===== src/rtl/weight_loader_pkg.sv =====
`default_nettype none
// ============================================================================
// Package : Config
// Brief   : Array geometry shared by the weight path, plus the weight loader
//           state encoding.
//           WLOAD_ZERO_PAD_EN (optional macro) adds the PAD state.
// Revision: 1.0 - initial release
// ============================================================================
package Config;

  // Systolic array geometry: columns, weight rows per column, weight width.
  localparam int sys_cols   = 3;
  localparam int W_rows     = 4;
  localparam int W_BITWIDTH = 8;

  // Weight loader states. PAD only exists when short tiles are zero-filled.
  typedef enum logic [1:0] {
    IDLE  = 2'd0,
    LOAD  = 2'd1,
    FLUSH = 2'd2
`ifdef WLOAD_ZERO_PAD_EN
    ,
    PAD   = 2'd3
`endif
  } wload_state_t;

endpackage
`default_nettype wire


===== src/rtl/weight_loader.sv =====
`default_nettype none
// ============================================================================
// Module  : weight_loader
// Brief   : Streams one weight tile (COLS*ROWS words) from a valid/ready
//           source into per-column weight buffers, column-major order.
//           Writes are registered (one cycle after accept); a full column
//           buffer stalls the stream. Tile length mismatches set sticky err.
// Macro   : WLOAD_ZERO_PAD_EN - when defined, an early s_last is followed by
//           zero words up to the end of the tile; otherwise the tile ends
//           right after the short word is written.
// Ports   : clk, rst            - clock, synchronous active-high reset
//           start              - one-cycle tile load request (IDLE only)
//           s_valid/s_ready/s_data/s_last - upstream weight stream
//           buf_full[COLS]     - per-column buffer full flags
//           wr_en[COLS], wr_data[COLS][DW] - per-column buffer write port
//           busy, done, err    - status (done = one-cycle completion pulse)
// Revision: 1.0 - initial release
// ============================================================================
module weight_loader
  import Config::*;
#(
  parameter int COLS = sys_cols,
  parameter int ROWS = W_rows,
  parameter int DW   = W_BITWIDTH
) (
  input  logic                     clk,
  input  logic                     rst,
  input  logic                     start,
  input  logic                     s_valid,
  output logic                     s_ready,
  input  logic [DW-1:0]            s_data,
  input  logic                     s_last,
  input  logic [COLS-1:0]          buf_full,
  output logic [COLS-1:0]          wr_en,
  output logic [COLS-1:0][DW-1:0]  wr_data,
  output logic                     busy,
  output logic                     done,
  output logic                     err
);

  localparam int CW = (COLS > 1) ? $clog2(COLS) : 1;
  localparam int RW = (ROWS > 1) ? $clog2(ROWS) : 1;

  wload_state_t             r_state;
  wload_state_t             w_state_nxt;
  logic [CW-1:0]            r_col;
  logic [RW-1:0]            r_row;
  // Set once the write of the tile's final slot has been launched; the FSM
  // then spends one more cycle in LOAD/PAD while that write is on the outputs.
  logic                     r_final;
  logic                     r_err;
  logic [COLS-1:0]          r_wr_en;
  logic [COLS-1:0][DW-1:0]  r_wr_data;

  logic w_full;
  logic w_at_end;
  logic w_ready;
  logic w_accept;
  logic w_pad_slot;
  logic w_slot;

  assign w_full   = buf_full[r_col];
  assign w_at_end = (r_col == CW'(COLS - 1)) && (r_row == RW'(ROWS - 1));
  assign w_ready  = (r_state == LOAD) && !r_final && !w_full;
  assign w_accept = w_ready && s_valid;

`ifdef WLOAD_ZERO_PAD_EN
  assign w_pad_slot = (r_state == PAD) && !r_final && !w_full;
`else
  assign w_pad_slot = 1'b0;
`endif

  // Any cycle that launches a buffer write (real word or zero pad).
  assign w_slot = w_accept || w_pad_slot;

  always_comb begin
    w_state_nxt = r_state;
    case (r_state)
      IDLE:  if (start) w_state_nxt = LOAD;
      LOAD: begin
        if (r_final) begin
          w_state_nxt = FLUSH;
`ifdef WLOAD_ZERO_PAD_EN
        end else if (w_accept && s_last && !w_at_end) begin
          w_state_nxt = PAD;
`endif
        end
      end
`ifdef WLOAD_ZERO_PAD_EN
      PAD:   if (r_final) w_state_nxt = FLUSH;
`endif
      FLUSH: w_state_nxt = IDLE;
      default: w_state_nxt = IDLE;
    endcase
  end

  always_ff @(posedge clk) begin
    if (rst) begin
      r_state   <= IDLE;
      r_col     <= '0;
      r_row     <= '0;
      r_final   <= 1'b0;
      r_err     <= 1'b0;
      r_wr_en   <= '0;
      r_wr_data <= '0;
    end else begin
      r_state   <= w_state_nxt;
      r_wr_en   <= '0;
      r_wr_data <= '0;

      if ((r_state == IDLE) && start) begin
        r_col   <= '0;
        r_row   <= '0;
        r_final <= 1'b0;
        r_err   <= 1'b0;
      end

      if (w_slot) begin
        r_wr_en[r_col]   <= 1'b1;
        r_wr_data[r_col] <= w_accept ? s_data : '0;
        if (w_at_end) begin
          r_final <= 1'b1;
        end else if (r_row == RW'(ROWS - 1)) begin
          r_row <= '0;
          r_col <= r_col + 1'b1;
        end else begin
          r_row <= r_row + 1'b1;
        end
      end

      if (w_accept) begin
        // Mismatch: s_last on a non-final word, or final word without s_last.
        if (s_last != w_at_end) r_err <= 1'b1;
`ifndef WLOAD_ZERO_PAD_EN
        // Short tile: stop after this word's write.
        if (s_last) r_final <= 1'b1;
`endif
      end
    end
  end

  // Outputs are forced low for the whole time reset is held, including the
  // cycle it is first seen, so an abandoned tile never emits another write.
  assign s_ready = w_ready && !rst;
  assign busy    = (r_state != IDLE) && !rst;
  assign done    = (r_state == FLUSH) && !rst;
  assign err     = r_err && !rst;
  assign wr_en   = rst ? '0 : r_wr_en;
  assign wr_data = rst ? '0 : r_wr_data;

endmodule
`default_nettype wire


===== config.mk =====
export PLATFORM = sky130hd
export DESIGN_NAME = weight_loader
export DESIGN_NICKNAME = d
export VERILOG_FILES = /design/src/rtl/weight_loader_pkg.sv /design/src/rtl/weight_loader.sv
export SDC_FILE = /design/constraint.sdc
export NUM_CORES = 1
export LEC_CHECK = 0
export CORE_ASPECT_RATIO = 0.7
export CORE_MARGIN = 2
export CORE_UTILIZATION = 44
export CTS_CLUSTER_DIAMETER = 60
export CTS_CLUSTER_SIZE = 25
export DETAILED_ROUTE_END_ITERATION = 16
export PLACE_DENSITY = 0.86
export SYNTH_ARGS = -nofsm -noshare
export SYNTH_HDL_FRONTEND = slang
export SYNTH_SLANG_ARGS = --single-unit

===== constraint.sdc =====
create_clock -name clk -period 1.81 [get_ports clk]
set_input_delay 0.4525 -clock clk [delete_from_list [all_inputs] [get_ports clk]]
set_output_delay 0.4525 -clock clk [all_outputs]
set_load 0.1 [all_outputs]

Fig. 1: I/O pins on the die edge
The bar under the picture is 20 µm long. Pins as bars across the die edge, other pins in gray.
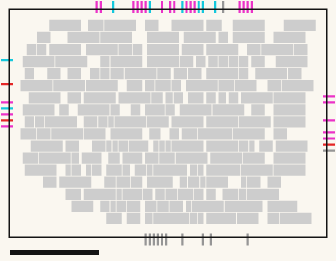
cyan -> s_data  # pins 8, direction input, edge 6 top, 2 left
magenta -> wr_data  # pins 24, direction output, edge 16 top, 5 right, 3 left
red -> wr_en  # pins 3, direction output, edge 2 left, 1 right
all pins by edge = 23 top, 10 bottom, 7 right, 7 left
overall die height: 51.1 µm
Die X: 71.2 µm
I/O Buffers: 46

Fig. 2: wiring heat map
The die is cut into 14 by 10 equal tiles; white is low, dark blue is high, scaled to the fullest tile. Values are wire area over tile area, all layers added.
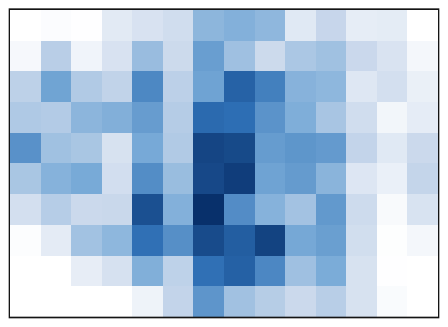
emptiest ninth of the die = bottom left
mean over tiles = 0.17
densest ninth of the die = middle

==> flow_metrics.tcl <==
# place-and-route summary
set metrics [dict create \
    status "complete, but fails checks" \
    violations "setup timing" \
    cts_setup_buffers 6 \
    final_cell_area_um2 2510 \
    swShare 0.237 \
    tool_warnings 31 \
    tap_cells 38 \
    lay_top_cells "33 x buf_12, 31 x dfxtp_1, 26 x nor2b_2" \
    seq_area_frac 0.282 \
    p_clk_frac 0.369 \
    maxCapViolCount 0 \
    grt_pass1_vias 1361 \
    logic_gates 100 \
    sh_comb_area 0.310 \
    power.net_switching_mw 0.358 \
    clkbuf_count 6 \
    rr_startpoint "r_final" \
    ys.flops 35 \
    avgSynthCellArea_um2 9.54 \
    io_pins 47 \
    p_leak_nw 0.958 \
    final-clk-cell-share 0.0349 \
    seq_cells 35 \
    finalSetupTns_ns -0.0996 \
    cts_max_level 2 \
    wl_per_cell_um 15.7 \
    syn_inst 146 \
    place.gp.congestion 0.848 \
    top_cells_by_count "35 x dfxtp_1, 29 x nor2b_1, 24 x and2_1, 9 x nand2_1, 7 x inv_1" \
    p_total_mw 1.51 \
    ant_nets 0 \
    post_cts_resized 5 \
    powerClk_mw 0.558 \
    crit_fanout 4 \
    clk_path_buf_depth 2 \
    r2r_cells 6 \
    placedCellCount 230 \
    ys_sh_simple 0.360 \
    mux_area_frac 0.0359 \
    antenna_found_initial 0 \
    cts-root-buf "clkbuf_8" \
    crit_cells 4 \
    routed.top_layer "met4" \
    grtUsageMet2 0.424 \
    cts_tree "built" \
    drc 0 \
    cts_hold_buf 0 \
    slew_viol_final 0 \
    grt_pass1_wl_um 6200 \
    largestRegisters "r_wr_data x24, r_wr_en x3" \
    finalSetupViolations 1 \
    finClkSkew_ns 0.00316 \
    dr.pass1.iters 4 \
    powerSeq_mw 0.780 \
    synthArstFlopShare 0 \
    area_leaders "dfxtp_1 50%, nor2b_1 13%, and2_1 11%" \
    grt_overflow_total 0 \
    route.met3.wl_um 149 \
    hold_start "r_row[1]" \
    synth_nets 166 \
    regMostFlops "r_wr_data" \
    synth-edff-count 0 \
    rrSetupSlack_ns 0.06 \
    clk_latency_ns 0.28 \
    diodes 0 \
    p_per_area_nw_per_um2 603 \
    fin_ws_ns -0.0996 \
    cp-end-kind "output pin" \
    min_path_type "register to register" \
    hold_viol_final 0 \
    n_all_inverters 7 \
    comb_area_um2 778 \
    syn_to_final_growth_pct 80.2 \
    place_worst_setup_slack_ns -0.261 \
    fa_ha_area_frac 0.0359 \
    p_int_mw 1.15 \
    grt_usage 0.227 \
    rows 17 \
    final_nets 225 \
    whs_endpoint "r_row[1]" \
    synth_top_area_share 0.503 \
    fp-utilization 0.452 \
    viasPerCell 4.99 \
]
Fig. 3: logic cells by family
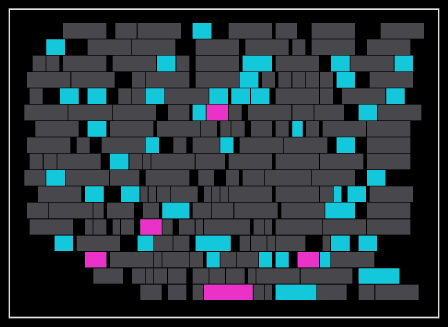
magenta -> mux cells  # cells 5, where bottom middle
cyan -> nor cells  # cells 42, where spread over the die

